--- src/rtl/uart_apb_regfile_v2.sv ---
// UART APB3 register file, second generation.
// Bridges APB3 to TX/RX FIFOs, control registers and sticky IRQ status.
module uart_apb_regfile_v2 #(
    parameter int          APB_ADDR_WIDTH = 32,
    parameter int          FIFO_DW        = 8,
    parameter int          N_IRQ          = 8,
    parameter int          WAIT_TIMEOUT   = 16,
    parameter logic [15:0] BITLEN_RST     = 16'd1000,
    parameter logic [31:0] HWINFO_VAL     = 32'h0
) (
    input  logic                      i_apb_pclk,
    input  logic                      i_apb_presetn,
    input  logic [APB_ADDR_WIDTH-1:0] i_apb_paddr,
    input  logic [31:0]               i_apb_pwdata,
    input  logic                      i_apb_pwrite,
    input  logic                      i_apb_psel,
    input  logic                      i_apb_penable,
    output logic [31:0]               o_apb_prdata,
    output logic                      o_apb_pready,
    output logic                      o_apb_pslverr,
    input  logic [N_IRQ-1:0]          i_irq_events,
    output logic                      o_irq,
    input  logic [31:0]               i_stats,
    output logic                      o_dfifo_wr,
    output logic [FIFO_DW-1:0]        o_dfifo_data,
    input  logic                      i_dfifo_full,
    output logic                      o_ufifo_rd,
    input  logic [FIFO_DW-1:0]        i_ufifo_data,
    input  logic                      i_ufifo_empty,
    output logic [7:0]                o_ctrl,
    output logic [15:0]               o_bit_length
);

    localparam int CW = $clog2(WAIT_TIMEOUT + 1) + 1;

    typedef enum logic [1:0] {
        S_IDLE,
        S_WAIT,
        S_RESP
    } state_e;

    state_e            state_q, state_d;
    logic [CW-1:0]     cnt_q, cnt_d;
    logic [7:0]        ctrl_q, ctrl_d;
    logic [15:0]       bitlen_q, bitlen_d;
    logic [N_IRQ-1:0]  irq_en_q, irq_en_d;
    logic [N_IRQ-1:0]  irq_sts_q, irq_sts_d;
    logic [N_IRQ-1:0]  sts_clr;
    logic              irq_q, irq_d;
    logic              pready_q, pready_d;
    logic              pslverr_q, pslverr_d;
    logic [31:0]       prdata_q, prdata_d;
    logic [31:0]       rdata;
    logic              dfifo_wr, ufifo_rd;
    logic [4:0]        off;
    logic              access, addr_err, ro_err, bad;
    logic              unused_ok;

    assign off       = i_apb_paddr[4:0];
    assign access    = i_apb_psel & i_apb_penable;
    assign addr_err  = (off[1:0] != 2'b00) || ((i_apb_paddr >> 5) != '0);
    assign ro_err    = i_apb_pwrite &&
                       (off == 5'h14 || off == 5'h18 || off == 5'h1C);
    assign bad       = addr_err | ro_err;
    assign unused_ok = ^i_apb_pwdata;

    always_comb begin
        rdata = '0;
        case (off)
            5'h00:   rdata = 32'(ctrl_q);
            5'h04:   rdata = 32'(bitlen_q);
            5'h08:   rdata = 32'(irq_en_q);
            5'h0C:   rdata = 32'(irq_sts_q);
            5'h14:   if (!i_ufifo_empty) rdata = 32'h8000_0000 | 32'(i_ufifo_data);
            5'h18:   rdata = i_stats;
            5'h1C:   rdata = HWINFO_VAL;
            default: rdata = '0;
        endcase
    end

    always_comb begin
        state_d   = state_q;
        cnt_d     = cnt_q;
        ctrl_d    = ctrl_q;
        bitlen_d  = bitlen_q;
        irq_en_d  = irq_en_q;
        pready_d  = 1'b0;
        pslverr_d = 1'b0;
        prdata_d  = '0;
        dfifo_wr  = 1'b0;
        ufifo_rd  = 1'b0;
        sts_clr   = '0;
        unique case (state_q)
            S_IDLE: begin
                if (access) begin
                    if (!bad && i_apb_pwrite && off == 5'h10 && i_dfifo_full) begin
                        state_d = S_WAIT;
                        cnt_d   = CW'(1);
                    end else begin
                        state_d  = S_RESP;
                        pready_d = 1'b1;
                        if (bad) begin
                            pslverr_d = 1'b1;
                        end else if (i_apb_pwrite) begin
                            case (off)
                                5'h00:   ctrl_d   = i_apb_pwdata[7:0];
                                5'h04:   bitlen_d = i_apb_pwdata[15:0];
                                5'h08:   irq_en_d = i_apb_pwdata[N_IRQ-1:0];
                                5'h0C:   sts_clr  = i_apb_pwdata[N_IRQ-1:0];
                                5'h10:   dfifo_wr = 1'b1;
                                default: ;
                            endcase
                        end else begin
                            prdata_d = rdata;
                            ufifo_rd = (off == 5'h14) && !i_ufifo_empty;
                        end
                    end
                end
            end
            S_WAIT: begin
                if (!i_dfifo_full) begin
                    dfifo_wr = 1'b1;
                    state_d  = S_RESP;
                    pready_d = 1'b1;
                end else if (cnt_q == CW'(WAIT_TIMEOUT)) begin
                    pslverr_d = 1'b1;
                    state_d   = S_RESP;
                    pready_d  = 1'b1;
                end else begin
                    cnt_d = cnt_q + CW'(1);
                end
            end
            S_RESP:  state_d = S_IDLE;
            default: state_d = S_IDLE;
        endcase
        // new events override a same-cycle W1C
        irq_sts_d = (irq_sts_q & ~sts_clr) | i_irq_events;
        irq_d     = |(irq_sts_q & irq_en_q);
    end

    always_ff @(posedge i_apb_pclk or negedge i_apb_presetn) begin
        if (!i_apb_presetn) begin
            state_q   <= S_IDLE;
            cnt_q     <= '0;
            ctrl_q    <= '0;
            bitlen_q  <= BITLEN_RST;
            irq_en_q  <= '0;
            irq_sts_q <= '0;
            irq_q     <= 1'b0;
            pready_q  <= 1'b0;
            pslverr_q <= 1'b0;
            prdata_q  <= '0;
        end else begin
            state_q   <= state_d;
            cnt_q     <= cnt_d;
            ctrl_q    <= ctrl_d;
            bitlen_q  <= bitlen_d;
            irq_en_q  <= irq_en_d;
            irq_sts_q <= irq_sts_d;
            irq_q     <= irq_d;
            pready_q  <= pready_d;
            pslverr_q <= pslverr_d;
            prdata_q  <= prdata_d;
        end
    end

    assign o_apb_prdata  = prdata_q;
    assign o_apb_pready  = pready_q;
    assign o_apb_pslverr = pslverr_q;
    assign o_irq         = irq_q;
    assign o_dfifo_wr    = dfifo_wr;
    assign o_dfifo_data  = i_apb_pwdata[FIFO_DW-1:0];
    assign o_ufifo_rd    = ufifo_rd;
    assign o_ctrl        = ctrl_q;
    assign o_bit_length  = bitlen_q;

endmodule

--- config.mk ---
export PLATFORM = sky130hd
export DESIGN_NAME = uart_apb_regfile_v2
export DESIGN_NICKNAME = d
export VERILOG_FILES = /design/src/rtl/uart_apb_regfile_v2.sv
export SDC_FILE = /design/constraint.sdc
export NUM_CORES = 1
export LEC_CHECK = 0
export CAP_MARGIN = 15
export CORE_MARGIN = 2
export CORE_UTILIZATION = 40
export CTS_CLUSTER_SIZE = 24
export DETAILED_ROUTE_END_ITERATION = 8
export PLACE_DENSITY_LB_ADDON = 0.1
export SYNTH_ARGS = -nofsm -noshare
export SYNTH_HDL_FRONTEND = slang
export SYNTH_SLANG_ARGS = --single-unit
--- constraint.sdc ---
create_clock -name i_apb_pclk -period 2.3 [get_ports i_apb_pclk]
set_input_delay 0.345 -clock i_apb_pclk [delete_from_list [all_inputs] [get_ports i_apb_pclk]]
set_output_delay 0.345 -clock i_apb_pclk [all_outputs]
set_load 0.005 [all_outputs]
**Run 1: power grid**

Bar = 20 um. Pins as bars on the die edge. Tap cells in gray.
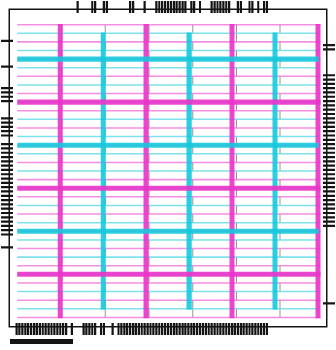
| color | net |
|---|---|
| cyan | VDD |
| magenta | VSS |
signal pins: 188
met4 straps: 7
rows: 34
tap cells: 108
met5 straps: 6
Core Region: 8810 um^2
maximum VDD drop: 0.251 mV

**Run 1: clock network drawn from the DEF**

Bar = 20 um.
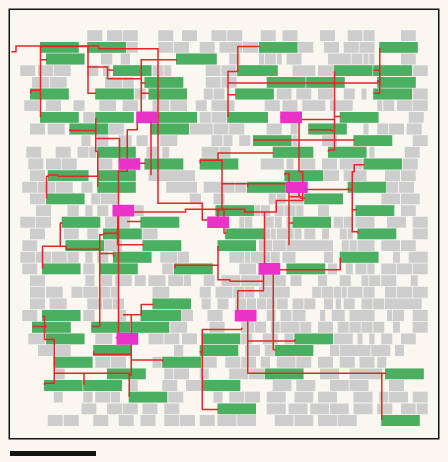
[red] clock wires | length: 1000 um
[magenta] clock drivers | count: 9
[green] flip-flops | count: 83
routed clock nets: 10
reported clock group power: 1.20 mW
Clock power frac: 0.405
Late-Pin Clk Latency: 360 ps
skew final: 13.3 ps

**Run 1: wiring by layer**

Bar = 20 um. Only two layers are drawn.
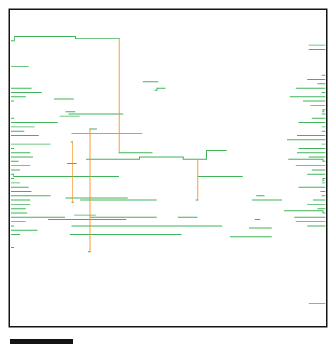
| color | layer | wire length |
|---|---|---|
| orange | metal 4 | 107 um |
| green | metal 3 | 808 um |
GRT Total Usage: 0.228
vias post-DR: 3231
Routed WL: 11100 um
drt wl/cell: 18.3 um

==> changes_impl.md, run 1 <==
### Changed

* Slew @ Worst Pin at around 670 ps
* Die extent in y at roughly 100 um
* Final HPWL DP at 7990 um
* Crit path cell chain: clkdlybuf4s50_1 -> nor3_2 -> o211ai_1 -> or3_4 -> nor4b_4 -> buf_2
* Area share, top type at 0.525
* Ports at about 190
* Worst Hold Class: input pin to async pin
* Drt initial violations at 127
* Synthesized Nets at around 420
* Met1 Track Usage GR at 0.281
* Final setup violation count at 0
* Worst Path Class, Setup: input pin to primary output
* Outcome: finished, final reports clean
* First-pass GRT wire length at 17600 um
* RD Place Congestion at 0.768
* Logic area at around 1600 um^2
* Setup TNS at 0 ps
* Die width at ~100 um
* FF-to-FF End: o_ctrl[3]
* # Cells Yosys at 302
* Post-route DRC violation count at 0
* Top cells by area: dfrtp_1 52%, a22oi_1 7.4%, mux2_1 4.9%
* Vias in the first global route at roughly 3400
* Achievable clock frequency at around 450 MHz
* Crit end category: primary output
* WP buf/inv at 2
* R2r startpoint: state_q[0]
* Worst slew margin at 0.553
* # diodes at 0
* Period Utilization, post-route at 0.971
* Register bit total from synthesis at between 80 and 90
* Worst Path Max Fanout at 2
* Design Area, Final at between 6000 and 7000 um^2
* Die footprint at ~10000 um^2
* IO Port Bufs at approximately 170
* Avg Synthesized Cell Area at 12.2 um^2
* Post-synthesis sequential area ratio at 0.567
* Layout Nets at between 600 and 700
* Area Overhead vs Synth at 65.3%
* Mapped Area at about 3700 um^2
* Drt pass-1 iters at 5
* Tool warnings at ~44
* Crit-path slowest cell: clkdlybuf4s50_1
* Psw at ~0.68 mW
* Post-synth ARST share at 1.00
* Internal power at around 2.3 mW
* Count of library flops with an enable pin at 0
* Final min period at 2230 ps
* FILL cells at between 600 and 700
* Top Layout Cells: 141 x clkdlybuf4s50_1, 77 x dfrtp_1, 36 x a22oi_1
* Crit path DAT at 1890 ps
## run 1: flip-flops by register name, indices dropped and copies added, names as in the netlist
name,cells
o_irq,1
state_q,2
irq_sts_q,8
o_apb_prdata,32
o_apb_pready,1
o_apb_pslverr,1
irq_en_q,8
o_ctrl,8
cnt_q,6
o_bit_length,16
## run 1: final cells by class
class                   count  share of cell area
clock buffers               9              0.0204
clock inverters             7              0.0177
inverters                   3             0.00185
multi-input cells         196               0.255
flip-flops and latches     83               0.343
well taps                 108              0.0223
repair buffers            203               0.339
## run 1: power by group through the flow
stage	Clock (mW)	Sequential, mW	Combinational (mW)
2_1_floorplan	0	1.49	0.0398
3_3_place_gp	0	1.49	0.291
3_5_place_dp	0	1.49	0.296
4_1_cts	1.23	1.46	0.305
5_1_grt	1.29	1.47	0.321
6_report	1.20	1.46	0.299
## run 1: routing by layer
metal / wire length [um] / up-vias
met2: 5560 / 132
met3: 808 / 9
met1: 4650 / 1584
met5: 0 / -
li1: - / 1506
met4: 106 / 0
## run 1: synth_stat cells, types with 5 or more instances
| master | n |
|---|---|
| a31oi_1 | 9 |
| nor2_1 | 14 |
| buf_4 | 9 |
| and2_1 | 17 |
| dfrtp_1 | 77 |
| clkbuf_1 | 7 |
| mux2_1 | 16 |
| nand3_1 | 17 |
| o211ai_1 | 5 |
| mux2_4 | 10 |
| nor4_1 | 7 |
| nand2_1 | 8 |
| dfstp_2 | 6 |
| a22oi_1 | 36 |
| a21o_1 | 8 |
| mux2_2 | 7 |
## run 1: repair_timing
item / in CTS / in global routing
setup endpoints to repair: 2 / 41
hold buffers: 1 / 0
pin swaps: 5 / 13
setup buffers: 2 / 0
gates resized: 16 / 31
hold endpoints to repair: 36 / 0
## run 1: worst max path at each step
stage               slack, ps  cells past startpoint    endpoint             from
floorplan                 400                      4  o_ufifo_rd  i_apb_paddr[19]
global placement         -530                      6  o_ufifo_rd  i_apb_paddr[19]
detailed placement       -580                      6  o_ufifo_rd  i_apb_paddr[19]
CTS                       -50                      6  o_ufifo_rd  i_apb_paddr[28]
global route               -4                      6  o_ufifo_rd  i_apb_paddr[21]
finish                     70                      6  o_ufifo_rd  i_apb_paddr[21]
## run 1: stage by stage
step / util / instances / hold slack (ps) / power, mW
6_report: 0.690 / 609 / 499 / 2.96
3_3_place_gp: 0.645 / 590 / 361 / 1.78
2_1_floorplan: - / 302 / 49.4 / 1.53
3_5_place_dp: 0.645 / 590 / 363 / 1.79
5_1_grt: 0.690 / 609 / 527 / 3.08
4_1_cts: 0.680 / 609 / 517 / 3.00
## run 1: cell families after synthesis
logic type	Yosys count	share of synthesized area
AND-OR/OR-AND	66	0.128
multiplexers	34	0.114
AND/OR/NAND/NOR	94	0.148
flip-flops	83	0.567
buffers and inverters	23	0.0351
adder cells (fa/ha/maj)	2	0.00681
## run 1: worst register-to-register path: stages, from the launching register on
cell and delay, ps:
dfrtp_1 410, nor4bb_1 290, buf_4 170, nand2_1 80, nor4_4 230, buf_4 220
nand2_4 130, mux2_1 330
**Run 1: cells colored by class**

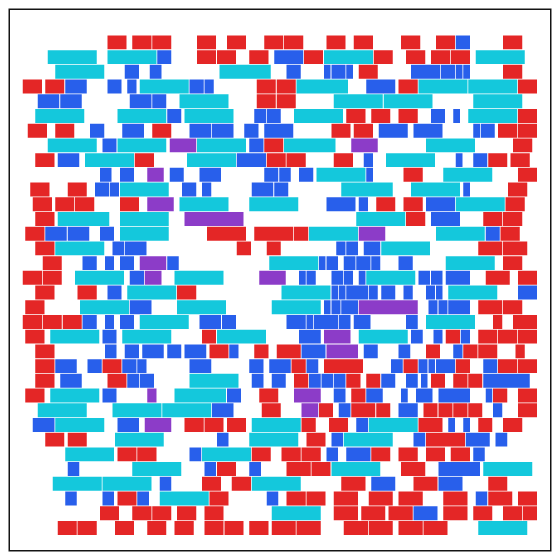

==> inputs of run 2 (changes only) <==
Settings changed: SKIP_CTS_REPAIR_TIMING set to 1.
**Run 2: cells colored by class**

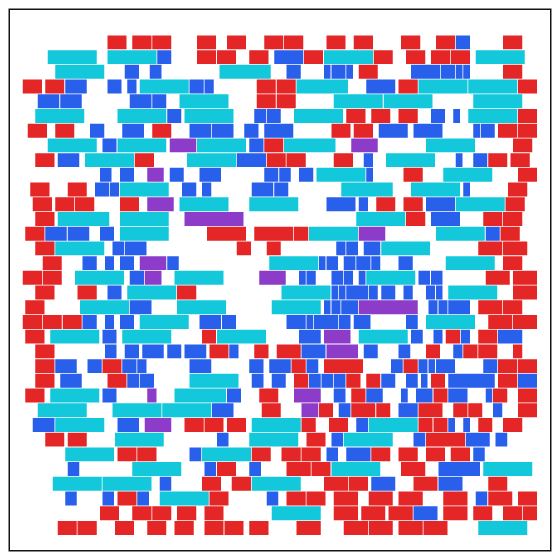
| color | class | cells |
|---|---|---|
| blue | combinational and other logic | 199 |
| purple | clock drivers and dummy loads | 16 |
| red | remaining buffers and delay cells | 201 |
| cyan | sequential cells | 83 |
Std-Cell Rows: 34
Design Area, Final: 6060 um^2
final core occ: 0.688
Seq area share: 0.344

**Run 2: clock network drawn from the DEF**

Bar = 20 um.
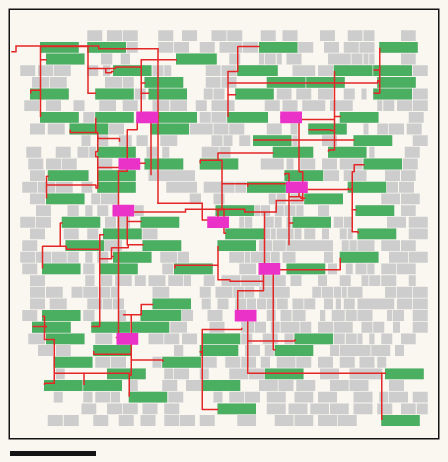
[red] clock wires | length: 1000 um
[green] flip-flops | count: 83
[magenta] clock drivers | count: 9
flops lie: widely spread
skew final: 12.6 ps

==> run 2 against run 1 <==
Compared with the run above: via count about the same; cell count fell by 0.33%; global-route usage down 0.36 points; utilization shrank 0.13 points; sequential cell count unchanged; first-iteration DRC count is 1.6% lower; die size did not move; clock power hardly changed; power about the same; critical endpoint unchanged; highest routed layer unchanged.
==> changes_impl.md, run 2 <==
### Changed

* Slew @ Worst Pin at 670 ps (+1.55 ps)
* Final setup violation count at 0 (unchanged)
* Synth Flop Type: dfrtp_1
* Count of library flops with an enable pin at 0 (unchanged)
* Core Region at 8810 um^2 (unchanged)
* Late-Pin Clk Latency at 360 ps (about the same)
* Worst slew margin at 0.552 (-0.00104)
* Layout Nets at 615 (-0.32%)
* Worst Hold Class: input pin to async pin
* Vias post-DR at 3229 (-0.062%)
* Post-synthesis sequential area ratio at 0.567 (unchanged)
* Top cells by area: dfrtp_1 52%, a22oi_1 7.4%, mux2_1 4.9%
* Area share, top type at 0.525 (unchanged)
* Synth warn at 0
* Die extent in y at 99.8 um (unchanged)
* Register bit total from synthesis at 83 (unchanged)
* Top Layout Cells: 140 x clkdlybuf4s50_1, 77 x dfrtp_1, 36 x a22oi_1
* Synthesized Nets at 423 (unchanged)
* Final HPWL DP at 7990 um (unchanged)
* Vias in the first global route at 3396 (-1.1%)
* Avg Synthesized Cell Area at 12.2 um^2 (unchanged)
* Routed WL at 11200 um (+0.46%)
* Post-synth ARST share at 1.00 (unchanged)
* Maximum VDD drop at 0.251 mV (+0.16%)
* Die footprint at 9970 um^2 (unchanged)
* Mapped Area at 3670 um^2 (unchanged)
* First-pass GRT wire length at 17300 um (-1.6%)
* Design Power at 2.97 mW (about the same)
* FILL cells at 697 (-0.14%)
* Outcome: finished, final reports clean
* Crit path DAT at 1900 ps (about the same)
* Tool warnings at 43 (-2.3%)
* Period Utilization, post-route at 0.974 (+0.00324)
* Ports at 188 (unchanged)
* Worst Path Max Fanout at 2 (unchanged)
* Drt initial violations at 125 (-1.6%)
* # diodes at 0 (unchanged)
* Achievable clock frequency at 446 MHz (-0.33%)
* Drt wl/cell at 18.4 um (+0.79%)
* Yosys stat area at around 3700 um^2
* GRT Total Usage at 0.224 (-0.00365)
* Synth top cell by count: dfrtp_1
* Die width at 99.8 um (unchanged)
* Post-route DRC violation count at 0 (unchanged)
* Crit end category: primary output
* Most frequent cells after synthesis: 77 x dfrtp_1, 36 x a22oi_1, 17 x and2_1, 17 x nand3_1, 16 x mux2_1
* IO Port Bufs at 171 (unchanged)
* Area Overhead vs Synth at 65.0%
* Worst Path Class, Setup: input pin to primary output
* Worst-case clock buffer depth at 2
-- run 2: cell families after synthesis --
family / count (synthesis) / synth area share
DFF: 83 / 0.567
buffers and inverters: 23 / 0.0351
AOI/OAI and AO/OA: 66 / 0.128
muxes: 34 / 0.114
and+or+nand+nor: 94 / 0.148
adders and majority gates: 2 / 0.00681
-- run 2: metal layers --
layer,up-vias,global-route usage,wire length (um)
met3,12,0.0460,652
met1,1601,0.276,4650
met5,-,0,0
met4,0,0.0717,149
met2,114,0.396,5720
li1,1502,-,-
-- run 2: where the power goes --
part / switching [mW] / internal [mW]
Combinational: 0.107 / 0.192
Sequential: 0.00226 / 1.46
Clock: 0.572 / 0.630
-- run 2: worst paths after layout --
check                                     from  slack, ps               end  cells after the start
min in group i_apb_pclk           irq_sts_q[3]        520      irq_sts_q[3]                      1
worst min register to register    irq_sts_q[3]        520      irq_sts_q[3]                      1
worst max-delay path            i_apb_paddr[6]         60        o_ufifo_rd                      6
max in group asynchronous        i_apb_presetn       1090   o_bit_length[5]                      3
worst max register to register      state_q[0]        310         o_ctrl[3]                      7
worst min-delay path             i_apb_presetn        500  o_apb_prdata[16]                      2
-- run 2: through the flow --
stage                     TNS, ps  instances  hold WS, ps  cell area [um^2]
final                           0        607          498              6060
after detailed placement   -12510        590          363              5680
after CTS                   -1030        606        -24.7              5920
after global routing        -39.9        607          528              6060
after floorplan                 0        302         49.4              3670
after global placement     -12150        590          361              5680
-- run 2: worst max-delay path, stage by stage --
cell             delay (ps)
clkdlybuf4s50_1         410
nor4_2                  150
nand4_1                 180
or3_4                   390
nor4b_4                 270
buf_2                   150
-- run 2: cell type report --
cell class,count,area (um^2),share of cell area
flip-flops and latches,83,2080,0.344
repair buffers,201,2050,0.339
multi-input cells,196,1540,0.255
well taps,108,135,0.0223
clock buffers,9,124,0.0204
clock inverters,7,108,0.0178
inverters,3,11.3,0.00186
==> inputs of run 3 (changes only) <==
Settings changed: CTS_CLUSTER_SIZE 24 to not set.
**Run 3: cells colored by class**

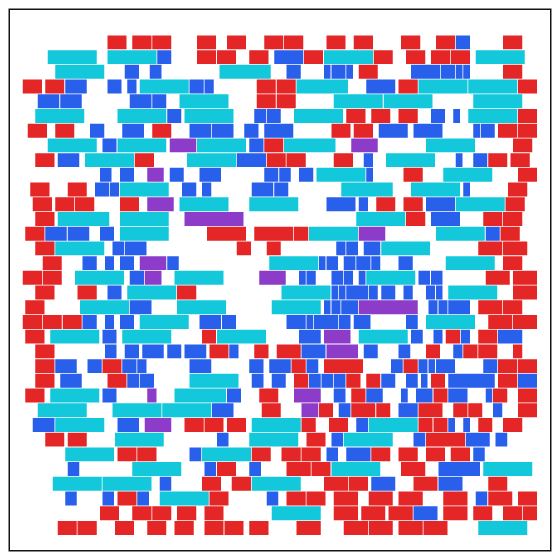
| color | class | cells |
|---|---|---|
| blue | combinational and other logic | 199 |
| purple | clock drivers and dummy loads | 16 |
| cyan | sequential cells | 83 |
| red | remaining buffers and delay cells | 201 |

**Run 3: the clock network**

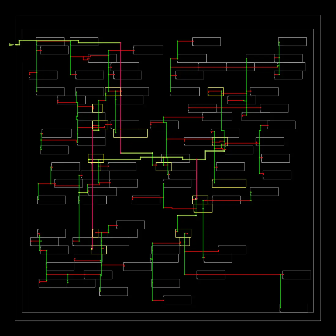
CTS buffer count: 9
number of clock buffers in the layout: 9
CTS Sinks: 83
flip-flops: 83

==> run 3 against run 2 <==
Compared with the run above: clock skew stayed put; cell count stayed put; clock power hardly changed; maximum frequency stayed put; synthesized area stayed put; critical path depth stayed put; critical path type unchanged.
==> changes_impl.md, run 3 <==
### Changed

* Vias post-DR at 3229 (unchanged)
* Final HPWL DP at 7990 um (unchanged)
* Area share, top type at 0.525 (unchanged)
* Post-route DRC violation count at 0 (unchanged)
* Std-Cell Rows at 34 (unchanged)
* Drt initial violations at 125 (unchanged)
* Worst Hold Class: input pin to async pin
* Largest stage delay, worst path at 410 ps (about the same)
* GRT Total Usage at 0.224 (unchanged)
* First-pass GRT wire length at 17300 um (unchanged)
* Register bit total from synthesis at 83 (unchanged)
* Final core occ at 0.688 (unchanged)
* Routed WL at 11200 um (unchanged)
* Synth warn at 0 (unchanged)
* Worst Path Class, Setup: input pin to primary output
* Final Worst Setup Slack at about 59 ps
* Drt wl/cell at 18.4 um (unchanged)
* # diodes at 0 (unchanged)
* Post-route insts no fill at 607 (unchanged)
* Initial antenna violation count at 0
* Period Utilization, post-route at 0.974 (unchanged)
* Maximum VDD drop at 0.251 mV (unchanged)
* Ports at 188 (unchanged)
* Synth Flop Type: dfrtp_1
* Area Overhead vs Synth at 65.0% (unchanged)
* Routed Antenna Nets at 0
* Reg2reg setup slack at 310 ps (about the same)
* CTS tree: built
* Achievable clock frequency at 446 MHz (unchanged)
* Mapped Area at 3670 um^2 (unchanged)
* Top Layout Cells: 140 x clkdlybuf4s50_1, 77 x dfrtp_1, 36 x a22oi_1
* Yosys stat area at 3670 um^2 (unchanged)
* FF-to-FF End: o_ctrl[3]
* Worst Path Max Fanout at 2 (unchanged)
* Layout Nets at 615 (unchanged)
* Fraction of layout cells with a size suffix above 1 at 0.182
* Most frequent cells after synthesis: 77 x dfrtp_1, 36 x a22oi_1, 17 x and2_1, 17 x nand3_1, 16 x mux2_1
* Avg Synthesized Cell Area at 12.2 um^2 (unchanged)
* Outcome: finished, final reports clean
* Setup TNS at 0 ps (unchanged)
* Tool warnings at 43 (unchanged)
* Die extent in y at 99.8 um (unchanged)
* Post-DP Area at 5680 um^2 (unchanged)
* Late-Pin Clk Latency at 360 ps (about the same)
* R2r startpoint: state_q[0]
* Crit-path slowest cell: clkdlybuf4s50_1
* Final setup violation count at 0 (unchanged)
* # Cells Yosys at 302
* Synth top cell by count: dfrtp_1
* Worst slew margin at 0.552 (unchanged)
* Skew final at 12.6 ps (unchanged)
* Worst-case clock buffer depth at 2 (unchanged)
* DP Cell Count at 590 (unchanged)
* Top cells by area: dfrtp_1 52%, a22oi_1 7.4%, mux2_1 4.9%
* Vias in the first global route at 3396 (unchanged)
* Count of cell types in the netlist at roughly 43
* Die width at 99.8 um (unchanged)
* Crit end category: primary output
* Synthesized Nets at 423 (unchanged)
* Congestion Overflow GR at 0
* FF-to-FF path depth at 7 (unchanged)
* Core Region at 8810 um^2 (unchanged)
* Count of library flops with an enable pin at 0 (unchanged)
* CP startpoint: i_apb_paddr[6]
* Crit path DAT at 1900 ps (about the same)
* Post-synthesis sequential area ratio at 0.567 (unchanged)
* Crit path cell chain: clkdlybuf4s50_1 -> nor4_2 -> nand4_1 -> or3_4 -> nor4b_4 -> buf_2
* Post-synth ARST share at 1.00 (unchanged)
* Die footprint at 9970 um^2 (unchanged)
* IO Port Bufs at 171 (unchanged)
* Design Area, Final at 6060 um^2 (unchanged)
run 3: metrics by stage:
step           power [mW]  hold slack (ps)
2_1_floorplan        1.53             49.4
3_3_place_gp         1.78              361
3_5_place_dp         1.79              363
4_1_cts              2.99            -24.7
5_1_grt              3.08              528
6_report             2.97              498
run 3: worst max-delay path by stage:
| stage | end | slack (ps) |
|---|---|---|
| after floorplan | o_ufifo_rd | 400 |
| after CTS | o_ufifo_rd | -590 |
| final | o_ufifo_rd | 60 |
| after global placement | o_ufifo_rd | -530 |
| after detailed placement | o_ufifo_rd | -580 |
| after global routing | o_ufifo_rd | -20 |
run 3: routing by layer:
metal | wire length, um | vias up | track usage
li1 | - | 1502 | -
met1 | 4650 | 1601 | 0.276
met3 | 652 | 12 | 0.0460
met4 | 149 | 0 | 0.0717
met2 | 5720 | 114 | 0.396
met5 | 0 | - | 0
run 3: final cells by class:
class	instances	area, um^2
flip-flops and latches	83	2080
clock inverters	7	108
clock buffers	9	124
fillers	697	2750
repair buffers	201	2050
inverters	3	11.3
multi-input cells	196	1540
well taps	108	135
run 3: critical path: cells and delay by family:
family | cells | cell delay, ps
buffers and inverters | 2 | 560
and+or+nand+nor | 4 | 990
run 3: kinds of logic (layout without fill, tap and decap cells):
| logic type | count (synthesis) | count (layout) | synth area share |
|---|---|---|---|
| adder cells (fa/ha/maj) | 2 | 2 | 0.00681 |
| AND-OR/OR-AND | 66 | 66 | 0.128 |
| AND/OR/NAND/NOR | 94 | 94 | 0.148 |
| flip-flops | 83 | 83 | 0.567 |
| multiplexers | 34 | 34 | 0.114 |
| buffers and inverters | 23 | 220 | 0.0351 |
run 3: report_power, final:
part	leakage, nW	total (mW)	switching [mW]	internal, mW
Combinational	1.65	0.299	0.107	0.192
Sequential	1.06	1.46	0.00226	1.46
Clock	0.117	1.20	0.572	0.630
No activity file was given, so power comes from the tool's default toggle rates.
